==> src/rtl/mem_loader_pkg.sv <==
// Shared types and helpers for the memory stream loader.
//   state_e        : loader FSM states
//   bytes_per_word : number of stream bytes that make one memory word
package mem_loader_pkg;

  typedef enum logic [1:0] {
    StIdle   = 2'd0,
    StLoad   = 2'd1,
    StVerify = 2'd2,
    StDone   = 2'd3
  } state_e;

  function automatic int unsigned bytes_per_word(input int unsigned width);
    return width / 8;
  endfunction

endpackage

==> src/rtl/mem_stream_loader_if.sv <==
// Byte-stream input and Memory expansion-port bundle for the loader.
//   in_data/in_valid/in_ready : byte stream (valid/ready)
//   exp_address/exp_data      : expansion-port address and write data
//   exp_MW/exp_MR             : write strobe / read enable
//   exp_out                   : combinational read data from Memory
// master = loader side, slave = stream source + Memory side.
interface mem_stream_loader_if #(
  parameter int unsigned ADDR_SIZE = 8,
  parameter int unsigned WIDTH     = 16
);
  logic [7:0]           in_data;
  logic                 in_valid;
  logic                 in_ready;
  logic [ADDR_SIZE-1:0] exp_address;
  logic [WIDTH-1:0]     exp_data;
  logic                 exp_MW;
  logic                 exp_MR;
  logic [WIDTH-1:0]     exp_out;

  modport master (
    input  in_data, in_valid, exp_out,
    output in_ready, exp_address, exp_data, exp_MW, exp_MR
  );

  modport slave (
    output in_data, in_valid, exp_out,
    input  in_ready, exp_address, exp_data, exp_MW, exp_MR
  );
endinterface

==> src/rtl/mem_word_packer.sv <==
// Packs accepted stream bytes into big-endian words.
//   clk, rst   : clock, synchronous active-high reset (discards a partial word)
//   take       : a byte is accepted this cycle
//   in_data    : the byte being accepted
//   word       : packed word, valid while word_valid is high
//   word_valid : one-cycle pulse the cycle after the last byte of a word is taken
module mem_word_packer
  import mem_loader_pkg::*;
#(
  parameter int unsigned WIDTH = 16
) (
  input  logic             clk,
  input  logic             rst,
  input  logic             take,
  input  logic [7:0]       in_data,
  output logic [WIDTH-1:0] word,
  output logic             word_valid
);

  localparam int unsigned Bpw  = bytes_per_word(WIDTH);
  localparam int unsigned CntW = (Bpw > 1) ? $clog2(Bpw) : 1;

  logic [CntW-1:0]  cnt_q;
  logic [WIDTH-1:0] sh_q;
  logic             valid_q;

  always_ff @(posedge clk) begin
    if (rst) begin
      cnt_q   <= '0;
      sh_q    <= '0;
      valid_q <= 1'b0;
    end else begin
      valid_q <= 1'b0;
      if (take) begin
        // First byte ends up in the MSBs once the word is complete.
        sh_q <= WIDTH'({sh_q, in_data});
        if (cnt_q == CntW'(Bpw - 1)) begin
          cnt_q   <= '0;
          valid_q <= 1'b1;
        end else begin
          cnt_q <= cnt_q + 1'b1;
        end
      end
    end
  end

  assign word       = sh_q;
  assign word_valid = valid_q;

endmodule

==> src/rtl/mem_stream_loader.sv <==
// Loads a byte stream into Memory through its expansion port, then reads the
// image back and compares the readback checksum with the load checksum.
//   clk, rst : clock, synchronous active-high reset
//   start    : begin a load (honoured only when idle or done)
//   count    : words to load, latched on start; values above 2**ADDR_SIZE clamp
//   bus      : byte stream + expansion port (master side)
//   busy     : loader owns the expansion port (LOAD/VERIFY)
//   done     : load and verify finished
//   ok       : checksums matched; meaningful only while done is high
module mem_stream_loader
  import mem_loader_pkg::*;
#(
  parameter int unsigned ADDR_SIZE = 8,
  parameter int unsigned WIDTH     = 16
) (
  input  logic                 clk,
  input  logic                 rst,
  input  logic                 start,
  input  logic [ADDR_SIZE:0]   count,
  mem_stream_loader_if.master  bus,
  output logic                 busy,
  output logic                 done,
  output logic                 ok
);

  localparam logic [ADDR_SIZE:0] MaxCount = {1'b1, {ADDR_SIZE{1'b0}}};

  state_e             state_q;
  logic [ADDR_SIZE:0] idx_q;
  logic [ADDR_SIZE:0] count_q;
  logic [WIDTH-1:0]   load_sum_q;
  logic [WIDTH-1:0]   read_sum_q;
  logic               ok_q;

  logic               take;
  logic [WIDTH-1:0]   pack_word;
  logic               pack_valid;
  logic [ADDR_SIZE:0] count_clamped;
  logic               last_idx;

  // Anything with the top bit set and a non-zero remainder exceeds the memory size.
  assign count_clamped = (count[ADDR_SIZE] && (|count[ADDR_SIZE-1:0])) ? MaxCount : count;
  assign last_idx      = (idx_q == count_q - 1'b1);

  // in_ready drops on the write cycle, giving the one-cycle bubble per word.
  assign bus.in_ready = (state_q == StLoad) && !pack_valid;
  assign take         = bus.in_valid && bus.in_ready;

  mem_word_packer #(
    .WIDTH (WIDTH)
  ) u_packer (
    .clk        (clk),
    .rst        (rst),
    .take       (take),
    .in_data    (bus.in_data),
    .word       (pack_word),
    .word_valid (pack_valid)
  );

  always_ff @(posedge clk) begin
    if (rst) begin
      state_q    <= StIdle;
      idx_q      <= '0;
      count_q    <= '0;
      load_sum_q <= '0;
      read_sum_q <= '0;
      ok_q       <= 1'b0;
    end else begin
      unique case (state_q)
        StIdle, StDone: begin
          if (start) begin
            idx_q      <= '0;
            count_q    <= count_clamped;
            load_sum_q <= '0;
            read_sum_q <= '0;
            if (count_clamped == '0) begin
              ok_q    <= 1'b1;
              state_q <= StDone;
            end else begin
              ok_q    <= 1'b0;
              state_q <= StLoad;
            end
          end
        end
        StLoad: begin
          if (pack_valid) begin
            load_sum_q <= load_sum_q + pack_word;
            if (last_idx) begin
              idx_q   <= '0;
              state_q <= StVerify;
            end else begin
              idx_q <= idx_q + 1'b1;
            end
          end
        end
        StVerify: begin
          read_sum_q <= read_sum_q + bus.exp_out;
          if (last_idx) begin
            idx_q   <= '0;
            // Fold in the final read word so ok is ready on entry to DONE.
            ok_q    <= ((read_sum_q + bus.exp_out) == load_sum_q);
            state_q <= StDone;
          end else begin
            idx_q <= idx_q + 1'b1;
          end
        end
        default: state_q <= StIdle;
      endcase
    end
  end

  always_comb begin
    busy            = (state_q == StLoad) || (state_q == StVerify);
    done            = (state_q == StDone);
    ok              = done && ok_q;
    bus.exp_MW      = (state_q == StLoad) && pack_valid;
    bus.exp_MR      = (state_q == StVerify);
    bus.exp_address = busy ? idx_q[ADDR_SIZE-1:0] : '0;
    bus.exp_data    = bus.exp_MW ? pack_word : '0;
  end

endmodule

==> src/flat_wrapper.sv <==
// flat-port wrapper written by rule: the top's interface ports become plain ports
module mem_stream_loader_flat import mem_loader_pkg::*;
#(
  parameter int unsigned ADDR_SIZE = 8,
  parameter int unsigned WIDTH     = 16
)
  (clk, rst, start, count, busy, done, ok, bus_in_data, bus_in_valid, bus_exp_out, bus_in_ready, bus_exp_address, bus_exp_data, bus_exp_MW, bus_exp_MR);
  mem_stream_loader_if #(.ADDR_SIZE(ADDR_SIZE), .WIDTH(WIDTH)) bus_i ();
  input  logic clk;
  input  logic rst;
  input  logic start;
  input  logic [ADDR_SIZE:0] count;
  output logic busy;
  output logic done;
  output logic ok;
  input wire logic [$bits(bus_i.in_data)-1:0] bus_in_data;
  input wire logic [$bits(bus_i.in_valid)-1:0] bus_in_valid;
  input wire logic [$bits(bus_i.exp_out)-1:0] bus_exp_out;
  output wire logic [$bits(bus_i.in_ready)-1:0] bus_in_ready;
  output wire logic [$bits(bus_i.exp_address)-1:0] bus_exp_address;
  output wire logic [$bits(bus_i.exp_data)-1:0] bus_exp_data;
  output wire logic [$bits(bus_i.exp_MW)-1:0] bus_exp_MW;
  output wire logic [$bits(bus_i.exp_MR)-1:0] bus_exp_MR;
  assign bus_i.in_data = bus_in_data;
  assign bus_i.in_valid = bus_in_valid;
  assign bus_i.exp_out = bus_exp_out;
  assign bus_in_ready = bus_i.in_ready;
  assign bus_exp_address = bus_i.exp_address;
  assign bus_exp_data = bus_i.exp_data;
  assign bus_exp_MW = bus_i.exp_MW;
  assign bus_exp_MR = bus_i.exp_MR;
  mem_stream_loader #(.ADDR_SIZE(ADDR_SIZE), .WIDTH(WIDTH)) u_core (.clk(clk), .rst(rst), .start(start), .count(count), .bus(bus_i), .busy(busy), .done(done), .ok(ok));
endmodule
==> config.mk <==
export PLATFORM = sky130hd
export DESIGN_NAME = mem_stream_loader_flat
export DESIGN_NICKNAME = d
export VERILOG_FILES = /design/src/rtl/mem_loader_pkg.sv /design/src/rtl/mem_stream_loader_if.sv /design/src/rtl/mem_word_packer.sv /design/src/rtl/mem_stream_loader.sv /design/src/flat_wrapper.sv
export SDC_FILE = /design/constraint.sdc
export NUM_CORES = 1
export LEC_CHECK = 0
export ABC_AREA = 1
export CAP_MARGIN = 20
export CORE_ASPECT_RATIO = 1.25
export CORE_MARGIN = 4
export CORE_UTILIZATION = 45
export CTS_CLUSTER_DIAMETER = 150
export CTS_CLUSTER_SIZE = 20
export DETAILED_ROUTE_END_ITERATION = 7
export PLACE_DENSITY_LB_ADDON = 0.15
export SLEW_MARGIN = 0
export SYNTH_ARGS = -nofsm -noshare
export SYNTH_HDL_FRONTEND = slang
export SYNTH_SLANG_ARGS = --single-unit
==> constraint.sdc <==
create_clock -name clk -period 6.06 [get_ports clk]
set_input_delay 1.515 -clock clk [delete_from_list [all_inputs] [get_ports clk]]
set_output_delay 1.515 -clock clk [all_outputs]
set_load 0.01 [all_outputs]
Run 1, signal wires on met1:
(3 px per um) Supply wires on this layer in grey.
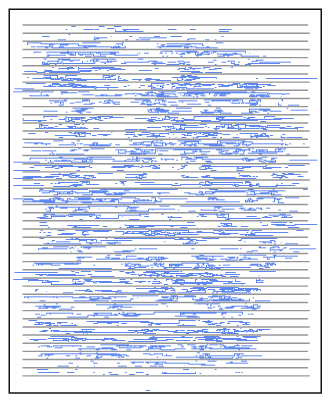
nets with wire on the layer: 880
main direction: horizontal
longest straight run: 29.9 um
final routed wirelength across all metal layers: 14000 um
vias: 5239
met1 track utilization from global routing: 24.3%

Run 1, met2 routing:
(2 px per um)
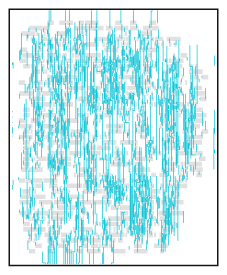
wire length on this layer: 7170 um
main direction: vertical
nets with wire on the layer: 745
longest straight run: 52.0 um
share of all routed wire: 51%

Run 1, signal wires on met3:
(3 px per um)
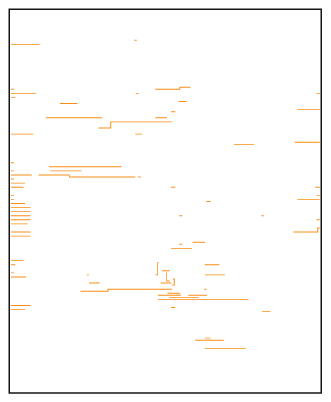
share of all routed wire: 3.3%
wire length on this layer: 457 um
longest straight run: 29.9 um
main direction: horizontal
met3 Usage GRT: 2.88%

Run 1, met4 routing:
(3 px per um) Supply wires on this layer in grey.
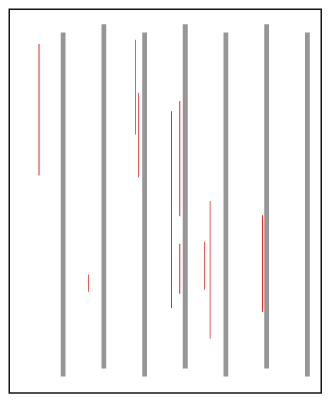
nets with wire on the layer: 8
longest straight run: 65.3 um

==> CHANGELOG.md, run 1 <==
## Implementation

* Run status: finished clean
* Number of endpoints with negative hold slack in the final report at 0
* HPWL after DPL at 10700 um
* Share of the clock period used by the worst path after layout at 61.4%
* Total routing usage reported by global routing at 21.2%
* Worst setup path category: reg2out
* Wire length of the first global-routing pass at 23400 um
* Cts hold-fix bufs at 0
* Max power group: combinational cells
* Final cell utilization of the core at 55.7%
* # setup viols final at 0
* Data required, critical path at 4550 ps
* Power in the clock group at 0.549 mW
* Floorplan die height at 127 um
* Clock-pin transition on the worst setup and hold timing paths at 60 ps
* Clock latency on the worst-skew pair at 330 ps
* Residual DRC at 0
* Weighted congestion reported at the end of routability-driven placement at 0.904
* Initial Util at 46.1%
* Fraction of synthesized area in multiplexers at 0%
* Period minus WS final at 3720 ps
* Number of warnings the tools reported at 29
* Transition at the pin with the smallest max-transition slack at 906 ps
* Master cell of the clock root buffer: sky130_fd_sc_hd__clkbuf_16
* Clk sink count at 71
* HP Start: u_core.u_packer.cnt_q
* Adders+Majority by Area at 9.56%
* Die Size at 13200 um^2
* Fraction of power consumed by combinational cells at 37.6%
* CORE AREA at 11100 um^2
[run 1: how the worst max path moves through the flow]
stage                            startpoint          endpoint  slack [ps]  cells after the start
final                     u_core.state_q[1]  bus_exp_data[15]        2340                      5
after global routing      u_core.state_q[1]  bus_exp_data[15]        2110                      5
after CTS                 u_core.state_q[1]  bus_exp_data[15]        2310                      5
after detailed placement     bus_exp_out[0]       u_core.ok_q        2200                     17
after global placement       bus_exp_out[0]       u_core.ok_q        2290                     17
after floorplan              bus_exp_out[0]       u_core.ok_q        2890                     16
[run 1: per-stage QoR]
step           area, um^2  setup slack (ps)  cells  hold slack (ps)  power [mW]
6_report             6210              2340    998              468        1.81
3_5_place_dp         5900              2200    982              461        1.27
4_1_cts              6210              2310    998              471        1.82
5_1_grt              6210              2110    998              492        1.94
2_1_floorplan        5130              2890    796              440        1.07
3_3_place_gp         5900              2290    982              457        1.26
[run 1: synthesized netlist by cell type (all sizes together)]
cell type,number,area [um^2]
and2,2,12.5
dfxtp,71,1420
o21ai,42,221
nor4,1,6.26
o2111ai,1,8.76
xnor2,5,43.8
nand4,7,43.8
buf,3,17.5
a21oi,85,429
ha,36,450
or2,6,37.5
nand3,65,335
nor2,80,310
xor3,2,47.6
xor2,16,140
a21boi,10,75.1
a31oi,2,12.5
inv,108,405
a21o,3,22.5
a211oi,2,15.0
fa,2,40.0
o22ai,4,25.0
clkbuf,14,52.6
xnor3,1,22.5
nand3b,10,75.1
o21a,3,22.5
nand2,210,813
nor3,5,25.0
[run 1: cell type report]
class | count | share of cell area (%)
clock buffer | 10 | 3.85
clock inverter | 6 | 1.09
inverter | 108 | 6.53
multi-input combinational | 600 | 52.1
sequential | 71 | 22.9
tap | 135 | 2.72
timing repair buffer | 68 | 10.8
==> run 1 -> run 2 <==
Clock period 6.06 ns to 3.5 ns, I/O delays scaled along.
==> run 2 against run 1 <==
Against the previous run:
- clock skew up 4.1 ps
- non-clock buffer count unchanged
- synthesized cell count unchanged
- synthesized area did not move
- sequential power is 74% higher
- register-to-register slack got worse by 2500 ps
- first-iteration DRC count up 9.3%
- hold slack improved by 2.3 ps
- cell count did not move
- via count down 0.97%
- clock-buffer cell count is 1 lower
- largest cell class unchanged
- highest routed layer unchanged
==> CHANGELOG.md, run 2 <==
## Implementation

* Number of logic stages on the critical path including buffering at 4
* RSZ-0062 raised after global routing: false
* Share of the clock period used by the worst path after layout at 87.7%
* Post-synth top area share at 27.7%
* Clk sink count at 71
* Period minus WS final at 3070 ps
* Number of cells in the design after placement at 982
* Tightest hold margin at 471 ps
* I/O pin cnt at 67
* Floorplan die height at 127 um
* Combinational share of cell area at 51.8%
* Cts hold-fix bufs at 0
* Most used standard cell by instance count after synthesis: sky130_fd_sc_hd__nand2_1
* End of the critical path: bus_exp_data[10]
* Die Size at 13200 um^2
* Run status: finished clean
* Vias at 5188
* Final-layout clock buffer total at 9
* HP Start: u_core.read_sum_q[8]
* Transition at the pin with the smallest max-transition slack at 882 ps
* Data-path buffer share of cell area in the final layout at 10.7%
* Smallest setup slack after layout at 429 ps
* Async set-reset flop share out of synthesis at 0%
* Number of warnings the tools reported at 29
* Pre-CTS setup slack at 262 ps
* Wire length of the first global-routing pass at 23400 um
* Fraction of synthesized area in multiplexers at 0%
* Total routing usage reported by global routing at 21.4%
* Clock latency on the worst-skew pair at 340 ps
* Adders+Majority by Area at 9.56%
* Non-CTS inverters at 108
* Commonest register cell after synthesis: sky130_fd_sc_hd__dfxtp_1
* Clock-pin transition on the worst setup and hold timing paths at 60 ps
* HPWL after DPL at 10600 um
* Non-Filler Cell Area, Final at 6240 um^2
* Launching instance or port of the critical path: u_core.state_q[0]
* Weighted congestion reported at the end of routability-driven placement at 0.898
* Initial Util at 46.1%
* Overall power consumption at 3.26 mW
* Worst setup path category: reg2out
* Clock network share of area at 5.49%
* Number of synthesized flops with an enable pin at 0
* Multi-input combinational gate total at 600
* Number of endpoints with negative hold slack in the final report at 0
* Dominant cell type by area after synthesis: sky130_fd_sc_hd__dfxtp_1
* Number of tap instances at 135
* Largest cell class by area: combinational gates
run 2: netlist changes by cell type in the layout (fill, tap and decap cells not counted):
cell | before | now
sky130_fd_sc_hd__clkinv_2 | 1 | 2
sky130_fd_sc_hd__inv_6 | 1 | 2
sky130_fd_sc_hd__clkbuf_8 | 1 | 0
sky130_fd_sc_hd__clkinvlp_4 | 2 | 0
sky130_fd_sc_hd__bufinv_16 | 1 | 3
sky130_fd_sc_hd__clkinv_4 | 1 | 0
run 2: report_power, final:
part / switching [mW] / internal, mW
clock: 0.376 / 0.699
combinational: 0.761 / 0.412
sequential: 0.0976 / 0.911
total: 1.24 / 2.02
run 2: worst register-to-register path, cell delays in order, from the launching register on:
cell and delay, ps:
sky130_fd_sc_hd__dfxtp_1 410, sky130_fd_sc_hd__inv_1 60, sky130_fd_sc_hd__ha_1 590, sky130_fd_sc_hd__inv_1 170, sky130_fd_sc_hd__nor2_1 240, sky130_fd_sc_hd__inv_1 100, sky130_fd_sc_hd__nand2_2 180, sky130_fd_sc_hd__inv_2 130
sky130_fd_sc_hd__o21ai_2 280, sky130_fd_sc_hd__nand2_1 100, sky130_fd_sc_hd__a21oi_1 170
run 2: per-layer routing:
metal  GRT usage, %  vias to the layer above  wire length (um)
li1               -                     2717                 -
met1           24.4                     2345              5950
met2           40.6                      103              7040
met3           3.79                       23               446
met4           6.89                        0               317
met5              0                        -                 0
run 2: cell families after synthesis:
family	Yosys count
adders and majority gates	38
DFF	71
xor gates and xnor gates	24
AOI/OAI and AO/OA	152
and+or+nand+nor	386
buffers and inverters	125
Run 2, signal wires on met3:
(3 px per um)
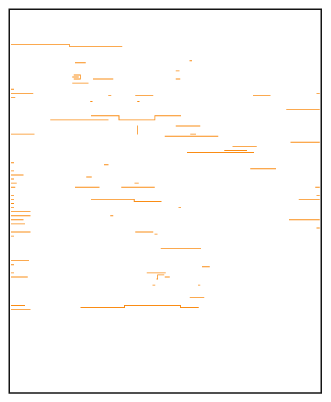
wire length on this layer: 446 um
share of all routed wire: 3.2%
longest straight run: 22.1 um
nets with wire on the layer: 61

Run 2, met4 routing:
(3 px per um) Supply wires on this layer in grey.
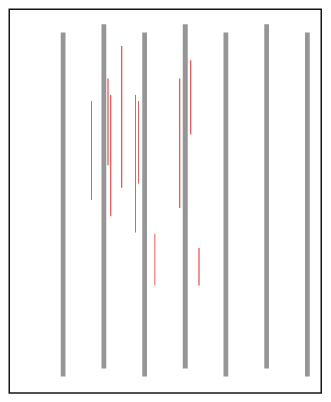
longest straight run: 46.9 um
share of all routed wire: 2.3%
main direction: vertical

Run 2, cell outlines without signal wires:
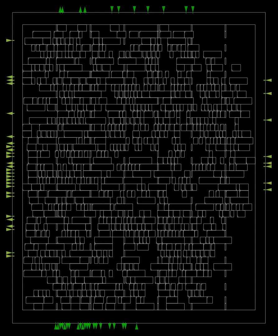
CORE AREA: 11100 um^2
sequential share of cell area: 22.8%
final cell utilization of the core: 56.1%
count of flip-flops and latches: 71
Final Non-Filler Cells: 998

==> run 2 -> run 3 <==
Settings changed: CORE_ASPECT_RATIO 1.25 to not set, TNS_END_PERCENT set to 5.
==> run 3 against run 2 <==
Against the previous run:
- die area about the same
- core utilization up 0.18 points
- hold slack lost 4.8 ps
- power decreased by 6.9%
- clock power is 21% lower
- synthesized area did not move
- cell count is 0.30% higher
- routed wire length decreased by 1.4%
==> CHANGELOG.md, run 3 <==
## Implementation

* Run status: finished clean
* Data required, critical path at 2620 ps
* Total routing usage reported by global routing at 21.6%
* Global routing's busiest layer: met2
* Main area contributors: sky130_fd_sc_hd__dfxtp_1, sky130_fd_sc_hd__nand2_1, sky130_fd_sc_hd__ha_1
* Wire length of the first global-routing pass at 23300 um
* Combinational-cell power consumption at 1.18 mW
* CORE AREA at 11000 um^2
* Placed inst area at 5910 um^2
* Transition at the pin with the smallest max-transition slack at 883 ps
* Master cell of the clock root buffer: sky130_fd_sc_hd__clkbuf_16
* Dominant cell type by area after synthesis: sky130_fd_sc_hd__dfxtp_1
* HP Start: u_core.count_q[1]
* Power in sequential cells at 1.00 mW
* Pre-CTS setup slack at 319 ps
* Commonest cells post-synth: sky130_fd_sc_hd__nand2_1, sky130_fd_sc_hd__inv_1, sky130_fd_sc_hd__a21oi_1
* RSZ-0062 raised after global routing: false
* Smallest setup slack after layout at 330 ps
* Most used standard cell by instance count after synthesis: sky130_fd_sc_hd__nand2_1
* Met3 layer wire length in the routed design at 687 um
* Met1 track utilization from global routing at 30.9%
* Initial Util at 46.7%
* Routed metal-1 wire length at 6760 um
* Overall power consumption at 3.03 mW
* Post-synth top area share at 27.7%
* Met3 Usage GRT at 3.95%
* Power in the clock group at 0.856 mW
* Cell-internal power at 1.83 mW
* Period minus WS final at 3170 ps
* Final cell utilization of the core at 56.3%
* Flop pwr share at 33.0%
* Cts hold-fix bufs at 0
* Adders+Majority by Area at 9.56%
* HPWL after DPL at 10600 um
* Global Route met2 Usage at 32.9%
* # setup viols final at 0
* Met2 WL post-DR at 5930 um
* Number of endpoints with negative hold slack in the final report at 0
* Weighted congestion reported at the end of routability-driven placement at 0.879
* Net switching power at 1.20 mW
* Async set-reset flop share out of synthesis at 0%
* Share of the clock period used by the worst path after layout at 90.6%
* Number of synthesized flops with an enable pin at 0
* I/O pin cnt at 67
* Number of warnings the tools reported at 29
* Die Size at 13200 um^2
* Fraction of power consumed by combinational cells at 38.8%
-- run 3: cell counts after synthesis --
No cell type changed its count.
-- run 3: worst max-delay path by stage --
| stage | start | end | slack (ps) | depth (start not counted) |
|---|---|---|---|---|
| 6_report | u_core.state_q[0] | bus_exp_data[8] | 330 | 4 |
| 5_1_grt | u_core.state_q[0] | bus_exp_data[8] | 130 | 4 |
| 4_1_cts | u_core.state_q[0] | bus_exp_data[8] | 280 | 4 |
| 3_5_place_dp | bus_exp_out[0] | u_core.ok_q | 320 | 17 |
| 3_3_place_gp | bus_exp_out[0] | u_core.ok_q | 350 | 17 |
| 2_1_floorplan | bus_exp_out[0] | u_core.ok_q | 970 | 16 |
-- run 3: kinds of logic (layout without fill, tap and decap cells) --
| kind of cell | Yosys count | after routing |
|---|---|---|
| XOR/XNOR | 24 | 24 |
| adder cells (fa/ha/maj) | 38 | 38 |
| buffers and inverters | 125 | 190 |
| flip-flops | 71 | 71 |
| AND/OR/NAND/NOR | 386 | 386 |
| AND-OR/OR-AND | 152 | 152 |
-- run 3: worst max-delay path: stages, from the launching register on --
cell	delay, ps
sky130_fd_sc_hd__dfxtp_1	410
sky130_fd_sc_hd__ha_1	310
sky130_fd_sc_hd__nand2_1	410
sky130_fd_sc_hd__nor2_1	250
sky130_fd_sc_hd__clkdlybuf4s50_1	570
-- run 3: area by class of cell --
type / instances / area share, %
multi-input combinational: 600 / 52.4
clock inverter: 1 / 0.0810
clock buffer: 13 / 4.21
tap: 140 / 2.84
timing repair buffer: 68 / 10.9
inverter: 108 / 6.56
sequential: 71 / 23.0
-- run 3: stage by stage --
step / hold slack, ps / instances
2_1_floorplan: 440 / 796
3_3_place_gp: 452 / 987
3_5_place_dp: 457 / 987
4_1_cts: 466 / 1001
5_1_grt: 494 / 1001
6_report: 466 / 1001
Run 3, met2 routing:
(2 px per um)
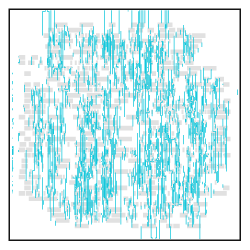
share of all routed wire: 44%
nets with wire on the layer: 734
main direction: vertical
longest straight run: 33.7 um

Run 3, signal wires on met1:
(3 px per um) Supply wires on this layer in grey.
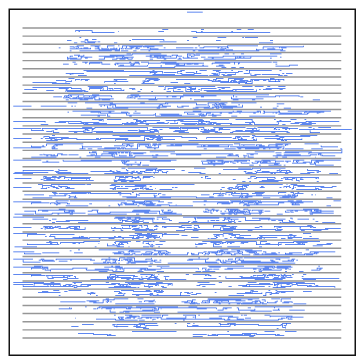
wire length on this layer: 6760 um
nets with wire on the layer: 875
share of all routed wire: 50%
main direction: horizontal
longest straight run: 31.7 um

Run 3, met4 routing:
(3 px per um) Supply wires on this layer in grey.
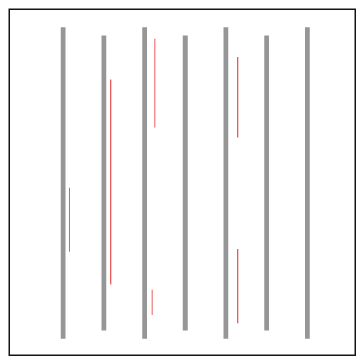
wire length on this layer: 178 um
share of all routed wire: 1.3%
longest straight run: 68.0 um
main direction: vertical
final routed wirelength across all metal layers: 13600 um
vias: 5211

Power is estimated from default activity; no workload was simulated.
